[config.mk]
export PLATFORM = sky130hd
export DESIGN_NAME = sccb_config_seq
export DESIGN_NICKNAME = d
export VERILOG_FILES = /design/src/rtl/sccb_config_seq_pkg.sv /design/src/rtl/ov7670_cfg_rom.sv /design/src/rtl/sccb_config_seq.sv
export SDC_FILE = /design/constraint.sdc
export NUM_CORES = 1
export LEC_CHECK = 0
export CORE_ASPECT_RATIO = 1.25
export CORE_MARGIN = 1.5
export CORE_UTILIZATION = 63
export DETAILED_ROUTE_END_ITERATION = 16
export PLACE_DENSITY = 0.85
export SYNTH_ARGS = -nofsm -noshare
export SYNTH_HDL_FRONTEND = slang
export SYNTH_HIERARCHICAL = 1
export SYNTH_SLANG_ARGS = --single-unit
[constraint.sdc]
create_clock -name i_Clk -period 4.42 [get_ports i_Clk]
set_input_delay 1.105 -clock i_Clk [delete_from_list [all_inputs] [get_ports i_Clk]]
set_output_delay 1.105 -clock i_Clk [all_outputs]
set_load 0.03 [all_outputs]
[src/rtl/sccb_config_seq_pkg.sv]
// ============================================================================
// sccb_config_seq_pkg -- markers, state encoding and register tables
// Rev 1.0
// ============================================================================
`default_nettype none

package sccb_config_seq_pkg;

    localparam logic [15:0] END_MARK  = 16'hFFFF;
    localparam logic [15:0] DLY_MARK  = 16'hFFF0;
    localparam logic [7:0]  COM7_ADDR = 8'h12;
    localparam int unsigned ACK_TRIES = 4;

    typedef enum logic [2:0] {
        S_IDLE      = 3'd0,
        S_FETCH     = 3'd1,
        S_DECODE    = 3'd2,
        S_ISSUE     = 3'd3,
        S_WAIT_ACK  = 3'd4,
        S_WAIT_DONE = 3'd5,
        S_DELAY     = 3'd6,
        S_FINISH    = 3'd7
    } state_t;

    // OV7670 bring-up: soft reset, settle, then RGB565 at QVGA.
    localparam int unsigned OV7670_N = 30;
    localparam logic [15:0] OV7670_TBL [OV7670_N] = '{
        {COM7_ADDR, 8'h80}, DLY_MARK,     {COM7_ADDR, 8'h14}, 16'h8C00,
        16'h0400,           16'h40D0,     16'h3A04,           16'h1418,
        16'h4FB3,           16'h50B3,     16'h5100,           16'h523D,
        16'h53A7,           16'h54E4,     16'h589E,           16'h3DC0,
        16'h1100,           16'h0C04,     16'h3E19,           16'h7211,
        16'h73F1,           16'h1716,     16'h1804,           16'h3224,
        16'h1902,           16'h1A7A,     16'h030A,           16'h703A,
        16'h7135,           END_MARK
    };

    // sel 0 is the production table; 1..3 are short bring-up tables.
    function automatic logic [15:0] rom_entry(input int unsigned sel, input int unsigned idx);
        logic [15:0] v;
        v = END_MARK;
        case (sel)
            1: if (idx == 0) v = 16'h1122;
            2: case (idx)
                   0:       v = {COM7_ADDR, 8'h80};
                   1:       v = DLY_MARK;
                   2:       v = 16'h3A04;
                   default: v = END_MARK;
               endcase
            3: case (idx)
                   0:       v = 16'h2101;
                   1:       v = 16'h2202;
                   2:       v = 16'h2303;
                   3:       v = 16'h2404;
                   default: v = END_MARK;
               endcase
            default: if (idx < OV7670_N) v = OV7670_TBL[idx[4:0]];
        endcase
        return v;
    endfunction

endpackage

`default_nettype wire

[src/rtl/ov7670_cfg_rom.sv]
// ============================================================================
// ov7670_cfg_rom -- register table with one-cycle registered read
// Rev 1.0
// ============================================================================
`default_nettype none

module ov7670_cfg_rom
    import sccb_config_seq_pkg::*;
#(
    parameter int unsigned ROM_AW  = 8,
    parameter int unsigned ROM_SEL = 0
) (
    input  logic              clk,
    input  logic              rst_n,
    input  logic [ROM_AW-1:0] addr,
    output logic [15:0]       data
);

    always_ff @(posedge clk or negedge rst_n) begin
        if (!rst_n) begin
            data <= '0;
        end else begin
            data <= rom_entry(ROM_SEL, 32'(addr));
        end
    end

endmodule

`default_nettype wire

[src/rtl/sccb_config_seq.sv]
// ============================================================================
// sccb_config_seq -- walks the camera register table and feeds an SCCB writer
// Rev 1.0
// ============================================================================
`default_nettype none

module sccb_config_seq
    import sccb_config_seq_pkg::*;
#(
    parameter int unsigned DEV_F    = 50_000_000,
    parameter int unsigned DELAY_MS = 10,
    parameter int unsigned ROM_AW   = 8,
    parameter int unsigned ROM_SEL  = 0
) (
    input  logic              i_Clk,
    input  logic              i_Rst,
    input  logic              i_fGo,
    input  logic              i_Ready,
    output logic [7:0]        o_Addr,
    output logic [7:0]        o_Data,
    output logic              o_fStart,
    output logic              o_Busy,
    output logic              o_fDone,
    output logic [ROM_AW-1:0] o_Idx
);

    localparam int unsigned       DLY_CYC  = DEV_F / 1000 * DELAY_MS;
    localparam int unsigned       DLY_W    = (DLY_CYC > 0) ? $clog2(DLY_CYC + 1) : 1;
    localparam logic [DLY_W-1:0]  DLY_LAST = DLY_W'((DLY_CYC > 0) ? DLY_CYC - 1 : 0);
    localparam logic [ROM_AW-1:0] IDX_LAST = '1;
    localparam logic [1:0]        ACK_LAST = 2'(ACK_TRIES - 1);

    state_t           state;
    logic [15:0]      rom_q;
    logic [DLY_W-1:0] dly_cnt;
    logic [1:0]       ack_cnt;

    ov7670_cfg_rom #(
        .ROM_AW  (ROM_AW),
        .ROM_SEL (ROM_SEL)
    ) u_rom (
        .clk   (i_Clk),
        .rst_n (i_Rst),
        .addr  (o_Idx),
        .data  (rom_q)
    );

    always_ff @(posedge i_Clk or negedge i_Rst) begin
        if (!i_Rst) begin
            state    <= S_IDLE;
            o_Addr   <= '0;
            o_Data   <= '0;
            o_fStart <= 1'b0;
            o_Busy   <= 1'b0;
            o_fDone  <= 1'b0;
            o_Idx    <= '0;
            dly_cnt  <= '0;
            ack_cnt  <= '0;
        end else begin
            o_fStart <= 1'b0;
            case (state)
                S_IDLE: begin
                    if (i_fGo) begin
                        o_Idx   <= '0;
                        o_Busy  <= 1'b1;
                        o_fDone <= 1'b0;
                        state   <= S_FETCH;
                    end
                end
                S_FETCH: state <= S_DECODE;
                S_DECODE: begin
                    if (rom_q == END_MARK) begin
                        state <= S_FINISH;
                    end else if (rom_q == DLY_MARK) begin
                        dly_cnt <= '0;
                        state   <= S_DELAY;
                    end else begin
                        o_Addr <= rom_q[15:8];
                        o_Data <= rom_q[7:0];
                        state  <= S_ISSUE;
                    end
                end
                S_ISSUE: begin
                    if (i_Ready) begin
                        o_fStart <= 1'b1;
                        ack_cnt  <= '0;
                        state    <= S_WAIT_ACK;
                    end
                end
                // A writer that never drops ready missed the request; ask again.
                S_WAIT_ACK: begin
                    if (!i_Ready) begin
                        state <= S_WAIT_DONE;
                    end else if (ack_cnt == ACK_LAST) begin
                        state <= S_ISSUE;
                    end else begin
                        ack_cnt <= ack_cnt + 1'b1;
                    end
                end
                S_WAIT_DONE: begin
                    if (i_Ready) begin
                        if (o_Idx == IDX_LAST) begin
                            state <= S_FINISH;
                        end else begin
                            o_Idx <= o_Idx + 1'b1;
                            state <= S_FETCH;
                        end
                    end
                end
                S_DELAY: begin
                    if (dly_cnt == DLY_LAST) begin
                        if (o_Idx == IDX_LAST) begin
                            state <= S_FINISH;
                        end else begin
                            o_Idx <= o_Idx + 1'b1;
                            state <= S_FETCH;
                        end
                    end else begin
                        dly_cnt <= dly_cnt + 1'b1;
                    end
                end
                S_FINISH: begin
                    o_Busy  <= 1'b0;
                    o_fDone <= 1'b1;
                    state   <= S_IDLE;
                end
                default: state <= S_IDLE;
            endcase
        end
    end

endmodule

`default_nettype wire

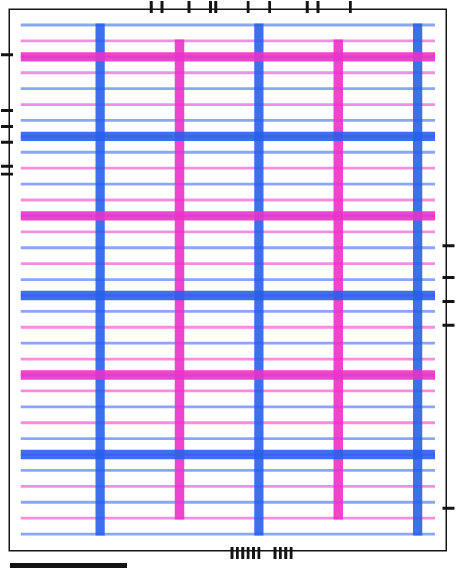
Run 1: supply network
The bar under the picture is 20 um long. Pins as bars on the die edge.
VDD: drawn in magenta. VSS: drawn in blue.
33 met1 rails follow the rows. 5 straps on met4. The core has 32 rows. 31 signal pins sit on the boundary. 6 straps on met5.
placeable core region: 6170 um2
Die W: 74.5 um
die boundary height: 92.3 um

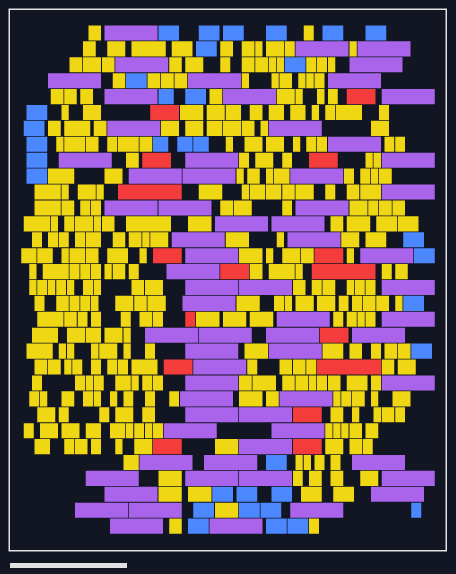
Run 1: cells coloured by class
The bar under the picture is 20 um long.
registers: drawn in purple, cells 67, share of their area 38%. remaining logic cells: drawn in yellow, cells 332, share of their area 49%. clock drivers and dummy loads: drawn in red, cells 16, share of their area 5.9%. remaining buffers and delay cells: drawn in blue, cells 34, share of their area 7.4%.
Core Rows: 32
post-route cell area: 4520 um2
final design utilization: 0.733
sequential portion of the cell area: 0.371

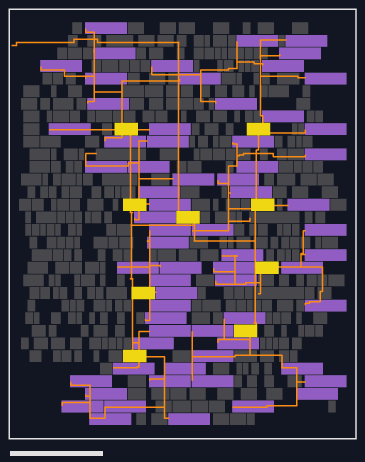
Run 1: clock network drawn from the DEF
The bar under the picture is 20 um long.
clock-net drivers: drawn in yellow, count 9. clock wires: drawn in orange, length 771 um. flip-flops: drawn in purple, count 67.
There are 10 routed clock nets. Position of the flops: spread over the die.

==> out/results.env, run 1 <==
TIMING.SLEW.HEADROOM=0.192
IRDROPWORSTVDD_mV=0.426
CRITICAL_PATH.SLOWEST_CELL='sky130_fd_sc_hd__clkdlybuf4s50_1'
YOSYSUNIQUECELLTYPES=55
LARGESTCLASSBYAREA='multi-input combinational cells'
DETAILEDPLACEMENTHPWL_UM=6180
TOP_CELLS_BY_AREA='sky130_fd_sc_hd__dfrtp_1 42%, sky130_fd_sc_hd__mux2_2 4.5%, sky130_fd_sc_hd__ha_1 3.7%'
NWELLTAPS=85
HOLD_VIOL_FINAL=0
POST_CTS_RESIZE_COUNT=0
TOOL_WARNINGS=33
FINAL.SIGNAL_INVERTER_COUNT=11
SEQUENTIAL_CELL_TOTAL=67
DESIGN.PORTCOUNT=31
MAXIMUM_ROOT_TO_SINK_BUFFER_COUNT=2
DR.FIRST_ITER.DRC_COUNT=298
XOR_SHARE=0.00218
TOTAL_LEAKAGE_POWER_nW=1.87
LAYOUT_CELLS_SIZED_ABOVE_1=0.105
CLK_LAT_WORST_SKEW_NS=0.33
STATUS='complete, no violations'
FLOP_CELL='sky130_fd_sc_hd__dfrtp_1'
GRT_ANTENNA_BEFORE_REPAIR=0
COMB_POWER_SHARE=0.403
LOGIC_AREA_UM2=2110
FINAL_LAYOUT_TOP_LOGIC_CELL='sky130_fd_sc_hd__dfrtp_1'
LAYOUT.CLOCK_BUFFERS=12
MAX_CAP_CHECK_VIOLATION_COUNT=0
FIRST_PASS_GRT_WIRE_LENGTH_UM=15200
P_SWITCHING_mW=1.06
GROUTE.USAGE.OVERALL=0.287
HOLD_PATH_CLASS='reg2reg'
VIA_PER_INST=6.53
GLOBALROUTEOVERFLOWTOTAL=0
CTS-BUFFERS-INSERTED=9
SYNTHESIS.NETS=444
SYNTH-SIMPLE-AREA-SHARE=0.219
R2R_STARTPOINT='state[0]$_DFFE_PN0P_'
DRT_PRE_ANTENNA_ITERS=5
YOSYSCELLCOUNT=428
POWER_PER_CELL_AREA_nW_PER_UM2=594
SYNTH_ADDER_AREA_SHARE=0.0373
HOLD_START='u_rom/data[6]$_DFF_PN0_'
INTERNAL_POWER_mW=1.63
CTSHOLDBUFFERS=0
SYNTH_TOP_AREA_SHARE=0.417
CRITICAL_PATH.TOP_DELAY_FAMILY='buffers and inverters'
TIMING.CRITICAL_PATH.FROM_TYPE='flip-flop'
WIRELENGTH_PER_CELL_UM=17.2
MULTIINPUTCOMBCELLCOUNT=321
BUFFERS=34
WORST_SETUP_EP_TYPE='output port'
FF_LATCH_AREA_UM2=1680
POST_SYNTH_INSTANCE_AREA_UM2=4020
WORST_EP_ARRIVAL_TIME_NS=1.92
DRC=0
FIN_SKEW_NS=0.0164
FINALSETUPVIOLATIONS=0
CLK_ROOT_BUFFER_CELL='sky130_fd_sc_hd__clkbuf_8'
CTS.SINK_COUNT=67
SYNTH_WARNINGS=6
POST-LAYOUT-TOTAL-POWER_mW=2.69
PROPORTION_OF_POWER_DRAWN_BY_FLIP_FLOPS_AND_LATCHES=0.357
POST_SYNTH_MOST_FREQUENT_CELLS='67 x sky130_fd_sc_hd__dfrtp_1, 38 x sky130_fd_sc_hd__nand2_1, 23 x sky130_fd_sc_hd__nand3_1'
POWER.SWITCHING_FRACTION=0.393
CRIT_START='o_Idx[1]$_DFFE_PN0P_'
SYNTH_COMPOUND_GATE_AREA_SHARE=0.212
SYNTH-EDFF-COUNT=0
POSTCTSSETUPBUFFERS=0
TOTALWIRELENGTH_UM=9210
DETAIL-ROUTE-ANTENNA-NETS=0
## run 1: metal layers
metal,vias up,track usage,part of all wire
met4,0,0.153,0.037
met2,123,0.467,0.50
met1,1674,0.369,0.42
met3,36,0.0337,0.047
li1,1656,-,-
met5,-,0,0
## run 1: path summary, 6_finish.rpt
check | to | depth (start not counted)
max | o_Idx[1] | 1
min | o_Data[6]$_DFFE_PN0P_ | 1
max reg2reg | o_Idx[4]$_DFFE_PN0P_ | 5
min reg2reg | o_Data[6]$_DFFE_PN0P_ | 1
max in group asynchronous | o_Data[7]$_DFFE_PN0P_ | 2
min in group asynchronous | dly_cnt[9]$_DFFE_PN0P_ | 1
## run 1: sequential cells by signal, summed over array words and instances, names as in the netlist
register and cells:
dly_cnt 19, u_rom/data 16, o_Addr 8, o_Data 8, o_Idx 8, state 3, ack_cnt 2, o_Busy 1
o_fDone 1, o_fStart 1
## run 1: stage by stage
step	hold slack [ns]	util	std cells	instance area (um2)	setup WS, ns
2_1_floorplan	0.466	-	428	4020	2.18
3_3_place_gp	0.482	0.691	518	4260	1.38
3_5_place_dp	0.497	0.691	518	4260	1.28
4_1_cts	0.501	0.733	534	4520	1.40
5_1_grt	0.525	0.733	534	4520	1.33
6_report	0.494	0.733	534	4520	1.40
## run 1: power by group through the flow
| stage | clock network [mW] | registers, mW | logic (mW) |
|---|---|---|---|
| floorplan | 0 | 1.02 | 0.725 |
| global placement | 0 | 0.957 | 1.04 |
| detailed placement | 0 | 0.967 | 1.07 |
| CTS | 0.647 | 0.956 | 1.08 |
| global route | 0.674 | 0.988 | 1.19 |
| finish | 0.644 | 0.960 | 1.08 |
Run 1, cell outlines without signal wires:
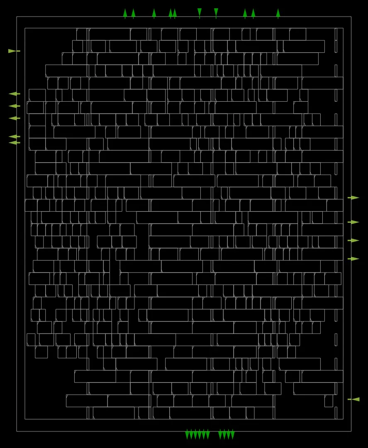

==> run 2, diff against run 1 <==
CORE_UTILIZATION = 53   (was 63)
PLACE_DENSITY = 0.76   (was 0.85)
clock period = 2.7 ns   (was 4.42 ns; I/O delays follow)
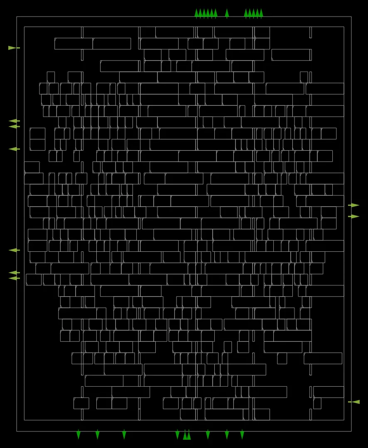
Run 2: cell outlines without signal wires
tap cell count: 92
sequential portion of the cell area: 0.368
Core Rows: 35
non-filler cells, final: 548
placeable core region: 7360 um2

==> run 2 against run 1 <==
Compared with the run above: non-clock buffer count grew 7; core utilization shrank 11 points; power grew 61%; via count grew 0.29%; synthesized area is the same; sequential cell count is the same; final cell count grew 2.6%; sequential share of layout area shrank 0.25 points; hold slack lost 0.16 ns; final area grew 0.69%; critical path depth is the same; critical endpoint is now o_Idx[0].
==> out/results.env, run 2 <==
FINISH.INSTANCE_AREA_UM2=4550  # was 4520 um2
WORSTPATHREQUIRED_NS=2.03  # was 3.31 ns
FIN_HOLD_WS_NS=0.339  # was 0.494 ns
CRITICAL_PATH_CELL_LIST='clkdlybuf4s50_1'  # unchanged
SYN_AREA_PER_CELL_UM2=9.40  # unchanged
GLOBALROUTEOVERFLOWTOTAL=0  # unchanged
MAX_CAP_CHECK_VIOLATION_COUNT=0  # unchanged
DRC=0  # unchanged
CRITICAL_PATH.TOP_DELAY_FAMILY='buffers and inverters'  # unchanged
TOTALWIRELENGTH_UM=9390  # was 9210 um
CTS.SINK_COUNT=67  # unchanged
POST_DP_CELL_AREA_UM2=4340  # was 4260 um2
WORSTPATHMAXFANOUT=15  # was 21
TOOL_WARNINGS=33  # unchanged
VIA_PER_INST=6.39  # was 6.53
POSTLAYOUTSETUPSLACKWORST_NS=0.208  # was 1.40 ns
CRIT_PATH_LARGEST_CELL_DELAY_NS=0.78  # was 0.80 ns
BIGGESTREGSBYFLOPS='dly_cnt x19, u_rom/data x16'  # unchanged
WIRELENGTH_PER_CELL_UM=17.1  # was 17.2 um
WORST_SETUP_EP_TYPE='output port'  # unchanged
TOTAL_LEAKAGE_POWER_nW=1.89  # was 1.87 nW
YOSYSCELLCOUNT=428  # unchanged
R2R_STARTPOINT='dly_cnt[0]$_DFFE_PN0P_'  # was state[0]$_DFFE_PN0P_
NUMBER_OF_DIODES=0  # unchanged
CTSHOLDBUFFERS=0  # unchanged
MAXIMUM_ROOT_TO_SINK_BUFFER_COUNT=2  # unchanged
FP-UTILIZATION=0.547  # was 0.652
LAYOUT_CELLS_SIZED_ABOVE_1=0.116  # was 0.105
FLOP_CELL='sky130_fd_sc_hd__dfrtp_1'  # unchanged
IRDROPWORSTVDD_mV=0.649  # was 0.426 mV
HOLD_VIOL_FINAL=0  # unchanged
FIN_SKEW_NS=0.0127  # was 0.0164 ns
FIRST_PASS_GRT_WIRE_LENGTH_UM=15500  # was 15200 um
PATH_DEPTH=1  # unchanged
POWER_PER_CELL_AREA_nW_PER_UM2=949  # was 594 nW/um2
DRT_PRE_ANTENNA_ITERS=5  # unchanged
GPL.FINAL_WEIGHTED_CONGESTION=0.931  # was 0.907
POST_SYNTH_MOST_FREQUENT_CELLS='67 x sky130_fd_sc_hd__dfrtp_1, 38 x sky130_fd_sc_hd__nand2_1, 23 x sky130_fd_sc_hd__nand3_1'  # unchanged
CLK_LAT_WORST_SKEW_NS=0.34  # was 0.33 ns
YOSYSUNIQUECELLTYPES=55  # unchanged
CRITICAL_PATH.SLOWEST_CELL='sky130_fd_sc_hd__clkdlybuf4s50_1'  # unchanged
CRIT_BUF_INV=1  # unchanged
GROUTE.USAGE.OVERALL=0.244  # was 0.287
SYNTH_TOP_AREA_SHARE=0.417  # unchanged
DESIGN.PORTCOUNT=31  # unchanged
SYNTHESIS.NETS=444  # unchanged
POSTCTSSETUPBUFFERS=0  # unchanged
FIN_CRIT_NS=2.49
STATUS='complete, no violations'  # unchanged
POST-LAYOUT-TOTAL-POWER_mW=4.32  # was 2.69 mW
FINISH.UTILIZATION=0.619  # was 0.733
DIE_WIDTH_UM=80.9  # was 74.5 um
HTREE_LEVELS=3  # unchanged
TIMING.SLEW.HEADROOM=0.540  # was 0.192
DIE_HEIGHT_UM=100  # was 92.3 um
PLACE_WS_NS=0.264  # was 1.28 ns
POST_CTS_RESIZE_COUNT=0  # unchanged
CLK_ROOT_BUFFER_CELL='sky130_fd_sc_hd__clkbuf_8'  # unchanged
MAX_FLOP_REGISTER='dly_cnt'  # unchanged
MAX_REG_FLOPS=19  # unchanged
WORST_EP_ARRIVAL_TIME_NS=1.82  # was 1.92 ns
SETUP.REG_TO_REG.WORST_SLACK_NS=0.35  # was 1.78 ns
FINALSETUPVIOLATIONS=0  # unchanged
GRT_ANTENNA_BEFORE_REPAIR=0  # unchanged
TIMING.RR.END='dly_cnt[11]$_DFFE_PN0P_'  # was o_Idx[4]$_DFFE_PN0P_
FINAL_LAYOUT_TOP_LOGIC_CELL='sky130_fd_sc_hd__dfrtp_1'  # unchanged
TIMING.CRITICAL_PATH.FROM_TYPE='flip-flop'  # unchanged
PLACE.DETAILED.INSTANCES=532  # was 518
TOP_CELLS_BY_AREA='sky130_fd_sc_hd__dfrtp_1 42%, sky130_fd_sc_hd__mux2_2 4.5%, sky130_fd_sc_hd__ha_1 3.7%'  # unchanged
DR.FIRST_ITER.DRC_COUNT=281  # was 298
HOLD_PATH_CLASS='in2async'  # was reg2reg
POST_SYNTH_INSTANCE_AREA_UM2=4020  # unchanged
SYNTH-EDFF-COUNT=0  # unchanged
CTS-BUFFERS-INSERTED=9  # unchanged
CELL_COUNT_OF_THE_WORST_REG_TO_REG_PATH=6  # was 5
DETAILEDPLACEMENTHPWL_UM=6390  # was 6180 um
POSTSYNTH.ASYNCRESETSHARE=1.00  # unchanged
FLOW.AREA_GROWTH_FROM_SYNTHESIS_PCT=13.2  # was 12.4%
DETAIL-ROUTE-ANTENNA-NETS=0  # unchanged
RSZ0062_AT_GRT='false'  # unchanged
SYNTH_WARNINGS=6  # unchanged
## run 2: metal layers
metal,up-vias,part of all wire,track usage
met2,101,0.50,0.403
met3,18,0.047,0.0364
met4,0,0.017,0.0836
met5,-,0,0
met1,1719,0.44,0.325
li1,1661,-,-
## run 2: area by class of cell
type,instances,area (um2),area share
multi-input cells,321,2110,0.464
flip-flops and latches,67,1680,0.368
repair buffers,41,390,0.0857
clock buffers,10,128,0.0280
well taps,92,115,0.0253
clock inverters,6,90.1,0.0198
inverters,11,41.3,0.00907
## run 2: logic make-up after synthesis
family	count (synthesis)	synth area share
AOI/OAI and AO/OA	127	0.212
muxes	20	0.0548
DFF	67	0.417
adders and majority gates	12	0.0373
xor gates and xnor gates	1	0.00218
buffers and inverters	40	0.0579
and+or+nand+nor	161	0.219
## run 2: worst max path at each step
stage / start / to / slack, ns
after detailed placement: i_Ready / state[2]$_DFFE_PN0P_ / 0.26
final: o_Idx[0]$_DFFE_PN0P_ / o_Idx[0] / 0.21
after global placement: i_Ready / state[2]$_DFFE_PN0P_ / 0.30
after CTS: o_Idx[0]$_DFFE_PN0P_ / o_Idx[0] / 0.18
after global routing: o_Idx[0]$_DFFE_PN0P_ / o_Idx[0] / 0.10
after floorplan: o_Idx[0]$_DFFE_PN0P_ / o_Idx[1]$_DFFE_PN0P_ / 0.72
## run 2: power breakdown
| part | leakage, nW | switching [mW] | internal, mW |
|---|---|---|---|
| sequential | 0.869 | 0.263 | 1.26 |
| combinational | 0.911 | 1.12 | 0.759 |
| clock | 0.106 | 0.390 | 0.522 |
| total | 1.89 | 1.77 | 2.55 |
==> run 3, diff against run 2 <==
CAP_MARGIN = 20   (was unset)
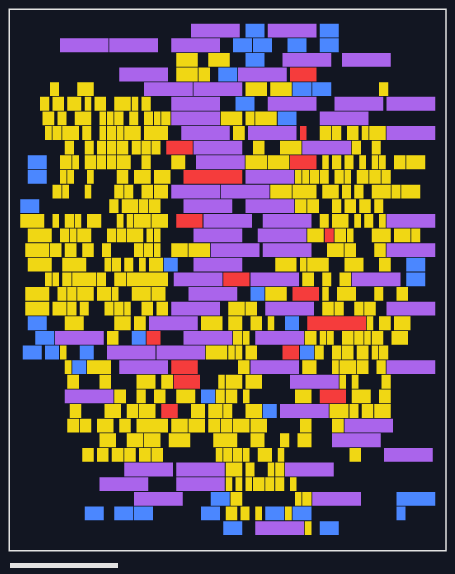
Run 3: cells coloured by class
The bar under the picture is 20 um long.
remaining buffers and delay cells: drawn in blue, cells 41, share of their area 8.8%. clock drivers and dummy loads: drawn in red, cells 16, share of their area 4.9%. remaining logic cells: drawn in yellow, cells 332, share of their area 49%. registers: drawn in purple, cells 67, share of their area 38%.
final design utilization: 0.619
post-route cell area: 4550 um2

==> run 3 against run 2 <==
Compared with the run above: sequential share of layout area unchanged; synthesized area unchanged; synthesized cell count unchanged; critical endpoint unchanged; sequential cell count unchanged; final area unchanged; fmax unchanged; core utilization unchanged; final cell count unchanged; clock power about the same; highest routed layer unchanged; setup slack unchanged.
==> out/results.env, run 3 <==
STATUS='complete, no violations'  # unchanged
PORT_BUFFERS=30  # unchanged
WORST_EP_ARRIVAL_TIME_NS=1.82  # about the same
TOP_CELLS_BY_AREA='sky130_fd_sc_hd__dfrtp_1 42%, sky130_fd_sc_hd__mux2_2 4.5%, sky130_fd_sc_hd__ha_1 3.7%'  # unchanged
CRITICAL_PATH_CELL_LIST='clkdlybuf4s50_1'  # unchanged
LEADING_CELL_TYPE_BY_NUMBER_OF_INSTANCES_AFTER_SYNTHESIS='sky130_fd_sc_hd__dfrtp_1'  # unchanged
MAXIMUM_ROOT_TO_SINK_BUFFER_COUNT=2  # unchanged
GRT_ANTENNA_BEFORE_REPAIR=0  # unchanged
SEQUENTIAL_PORTION_OF_THE_CELL_AREA=0.368  # unchanged
DIE_HEIGHT_UM=100  # unchanged
P_SWITCHING_mW=1.77  # unchanged
POSTSYNTH.ASYNCRESETSHARE=1.00  # unchanged
CLK_ROOT_BUFFER_CELL='sky130_fd_sc_hd__clkbuf_8'  # unchanged
CRITICAL_PATH.TOP_DELAY_FAMILY='buffers and inverters'  # unchanged
GPL.FINAL_WEIGHTED_CONGESTION=0.931  # unchanged
PROPORTION_OF_POWER_DRAWN_BY_FLIP_FLOPS_AND_LATCHES=0.354  # about the same
WORSTPATHREQUIRED_NS=2.03  # about the same
IRDROPWORSTVDD_mV=0.649  # unchanged
LAYOUT_CELLS_SIZED_ABOVE_1=0.116  # unchanged
YS_FF=67  # unchanged
GR-USAGE-MET2=0.403  # unchanged
SYNTHESIS.NETS=444  # unchanged
YOSYSUNIQUECELLTYPES=55  # unchanged
WORSTSETUPPATHTYPE='reg2out'  # unchanged
FIN_CRIT_NS=2.49  # unchanged
HOLD_PATH_CLASS='in2async'  # unchanged
CTS_TREE='built'  # unchanged
FLOP_CELL='sky130_fd_sc_hd__dfrtp_1'  # unchanged
FIRST_PASS_GRT_WIRE_LENGTH_UM=15500  # unchanged
PERIOD_UTILIZATION_POST_ROUTE=0.923  # unchanged
NUM-NETS-FINAL=467  # unchanged
LAYOUT.CLOCK_BUFFERS=10  # unchanged
YS_SEQ_FRAC=0.417  # unchanged
RSZ0062_AT_GRT='false'  # unchanged
POST_SYNTH_INSTANCE_AREA_UM2=4020  # unchanged
LOGIC_AREA_UM2=2110  # unchanged
CHIPAREA_UM2=8120  # unchanged
TIMING.CRITICAL_PATH.FROM_TYPE='flip-flop'  # unchanged
BIGGESTREGSBYFLOPS='dly_cnt x19, u_rom/data x16'  # unchanged
TIMING.RR.END='dly_cnt[11]$_DFFE_PN0P_'  # unchanged
MAX_FLOP_REGISTER='dly_cnt'  # unchanged
DESIGN.PORTCOUNT=31  # unchanged
ROWS=35  # unchanged
VIA_PER_INST=6.39  # unchanged
FILLER_INSTANCES=626  # unchanged
POWER.SWITCHING_FRACTION=0.410  # unchanged
TIMING.SLEW.HEADROOM=0.540  # unchanged
MULTIINPUTCOMBCELLCOUNT=321  # unchanged
MAX_SLEW.WORST_PIN.SLEW_NS=0.690  # unchanged
GRT_PASS1_VIAS=3215  # unchanged
MAX_CAP_CHECK_VIOLATION_COUNT=0  # unchanged
CLK_LAT_WORST_SKEW_NS=0.34  # about the same
GRT.MET3_USAGE=0.0364  # unchanged
FIN_SKEW_NS=0.0127  # unchanged
POSTCTSSETUPBUFFERS=0  # unchanged
CRIT_PATH_LARGEST_CELL_DELAY_NS=0.78  # about the same
YOSYSCELLCOUNT=428  # unchanged
TOOL_WARNINGS=33  # unchanged
R2R_STARTPOINT='dly_cnt[0]$_DFFE_PN0P_'  # unchanged
SYNTH.LARGEST_AREA_CELL='sky130_fd_sc_hd__dfrtp_1'  # unchanged
WORST_SETUP_HOLD_PATH_CLK_SLEW_NS=0.08  # about the same
CORE_REGION_AREA_UM2=7360  # unchanged
SYN_AREA_PER_CELL_UM2=9.40  # unchanged
DR.FIRST_ITER.DRC_COUNT=281  # unchanged
SYN-INSTANCE-COUNT=428  # unchanged
WIRELENGTH_PER_CELL_UM=17.1  # unchanged
GRT_START_MAX_NET_PINS=68  # unchanged
CRITICAL_PATH.SLOWEST_CELL='sky130_fd_sc_hd__clkdlybuf4s50_1'  # unchanged
DETAIL-ROUTE-ANTENNA-NETS=0  # unchanged
FIN_HOLD_WS_NS=0.339  # unchanged
LARGESTCLASSBYAREA='multi-input combinational cells'  # unchanged
POST_SYNTH_MOST_FREQUENT_CELLS='67 x sky130_fd_sc_hd__dfrtp_1, 38 x sky130_fd_sc_hd__nand2_1, 23 x sky130_fd_sc_hd__nand3_1'  # unchanged
SETUP.REG_TO_REG.WORST_SLACK_NS=0.35  # about the same
DRV_SLEW=0  # unchanged
SYNTH_WARNINGS=6  # unchanged
CLKPWRFRAC=0.211  # about the same
CTSHOLDBUFFERS=0  # unchanged
CRIT_BUF_INV=1  # unchanged
COMB_POWER_SHARE=0.435  # about the same
SYNTH-EDFF-COUNT=0  # unchanged
FF_LATCH_AREA_UM2=1680  # unchanged
HTREE_LEVELS=3  # unchanged
SEQUENTIAL_CELL_TOTAL=67  # unchanged
SYNTH_TOP_AREA_SHARE=0.417  # unchanged
FLOW.AREA_GROWTH_FROM_SYNTHESIS_PCT=13.2  # unchanged
CTS.SINK_COUNT=67  # unchanged
VIAS=3499  # unchanged
FP-UTILIZATION=0.547  # unchanged
TOTALWIRELENGTH_UM=9390  # unchanged
WORSTPATHMAXFANOUT=15  # unchanged
HOLD_VIOL_FINAL=0  # unchanged
NUMBER_OF_DIODES=0  # unchanged
DIE_WIDTH_UM=80.9  # unchanged
TOTAL_LEAKAGE_POWER_nW=1.89  # unchanged
FINAL-NONCLK-BUF-SHARE=0.0857  # unchanged
LAYOUT_TOP_CELLS_EXCL_FILL_TAP='67 x sky130_fd_sc_hd__dfrtp_1, 38 x sky130_fd_sc_hd__nand2_1, 29 x sky130_fd_sc_hd__clkdlybuf4s50_1'  # unchanged
BUFFERS=41  # unchanged
MAX_CLOCK_FREQ_GHz=0.401  # unchanged
NWELLTAPS=92  # unchanged
FINAL.SIGNAL_INVERTER_COUNT=11  # unchanged
CELL_COUNT_OF_THE_WORST_REG_TO_REG_PATH=6  # unchanged
GLOBALROUTEOVERFLOWTOTAL=0  # unchanged
POST-LAYOUT-TOTAL-POWER_mW=4.32  # unchanged
FINALSETUPVIOLATIONS=0  # unchanged
CTS-BUFFERS-INSERTED=9  # unchanged
LAYOUT.CLOCK.CELL_AREA_SHARE=0.0478  # unchanged
FINAL_LAYOUT_TOP_LOGIC_CELL='sky130_fd_sc_hd__dfrtp_1'  # unchanged
WORST_SETUP_EP_TYPE='output port'  # unchanged
POST_ROUTE_SETUP_TNS_NS=0  # unchanged
GRT_USE_MET1=0.325  # unchanged
YS_AREA_UM2=4020  # unchanged
POWER_PER_CELL_AREA_nW_PER_UM2=949  # unchanged
DRT_PRE_ANTENNA_ITERS=5  # unchanged
DETAILEDPLACEMENTHPWL_UM=6390  # unchanged
SH_COMB_AREA=0.464  # unchanged
POST_CTS_RESIZE_COUNT=0  # unchanged
MAX_REG_FLOPS=19  # unchanged
DRC=0  # unchanged
TOP_USAGE_LAYER='met2'  # unchanged
INTERNAL_POWER_mW=2.55  # unchanged
GROUTE.USAGE.OVERALL=0.244  # unchanged
[run 3: routing by layer]
metal | wire, um | up-vias
met5 | 0 | -
met3 | 437 | 18
li1 | - | 1661
met4 | 159 | 0
met2 | 4670 | 101
met1 | 4120 | 1719
[run 3: power by group through the flow]
stage          clock network (mW)  registers [mW]  logic (mW)
2_1_floorplan                   0            1.67        1.19
3_3_place_gp                    0            1.53        1.81
3_5_place_dp                    0            1.54        1.86
4_1_cts                     0.923            1.52        1.86
5_1_grt                     0.969            1.57        2.06
6_report                    0.912            1.53        1.88
[run 3: cells by family after synthesis]
kind of cell             synth area share
adder cells (fa/ha/maj)            0.0373
XOR/XNOR                          0.00218
buffers and inverters              0.0579
AND/OR/NAND/NOR                     0.219
AND-OR/OR-AND                       0.212
flip-flops                          0.417
multiplexers                       0.0548
[run 3: how the worst max path moves through the flow]
stage / startpoint / end / slack, ns / cells after the start
after floorplan: o_Idx[0]$_DFFE_PN0P_ / o_Idx[1]$_DFFE_PN0P_ / 0.72 / 6
after global placement: i_Ready / state[2]$_DFFE_PN0P_ / 0.30 / 6
after detailed placement: i_Ready / state[2]$_DFFE_PN0P_ / 0.26 / 6
after CTS: o_Idx[0]$_DFFE_PN0P_ / o_Idx[0] / 0.18 / 1
after global routing: o_Idx[0]$_DFFE_PN0P_ / o_Idx[0] / 0.10 / 1
final: o_Idx[0]$_DFFE_PN0P_ / o_Idx[0] / 0.21 / 1
[run 3: stage by stage]
step | worst slack [ns] | util | std cells | instance area [um2]
global placement | 0.301 | 0.589 | 532 | 4340
global route | 0.100 | 0.619 | 548 | 4550
detailed placement | 0.264 | 0.589 | 532 | 4340
finish | 0.208 | 0.619 | 548 | 4550
floorplan | 0.719 | - | 428 | 4020
CTS | 0.179 | 0.619 | 548 | 4550
Power figures rest on the tool's default switching activity, not on a simulated workload.
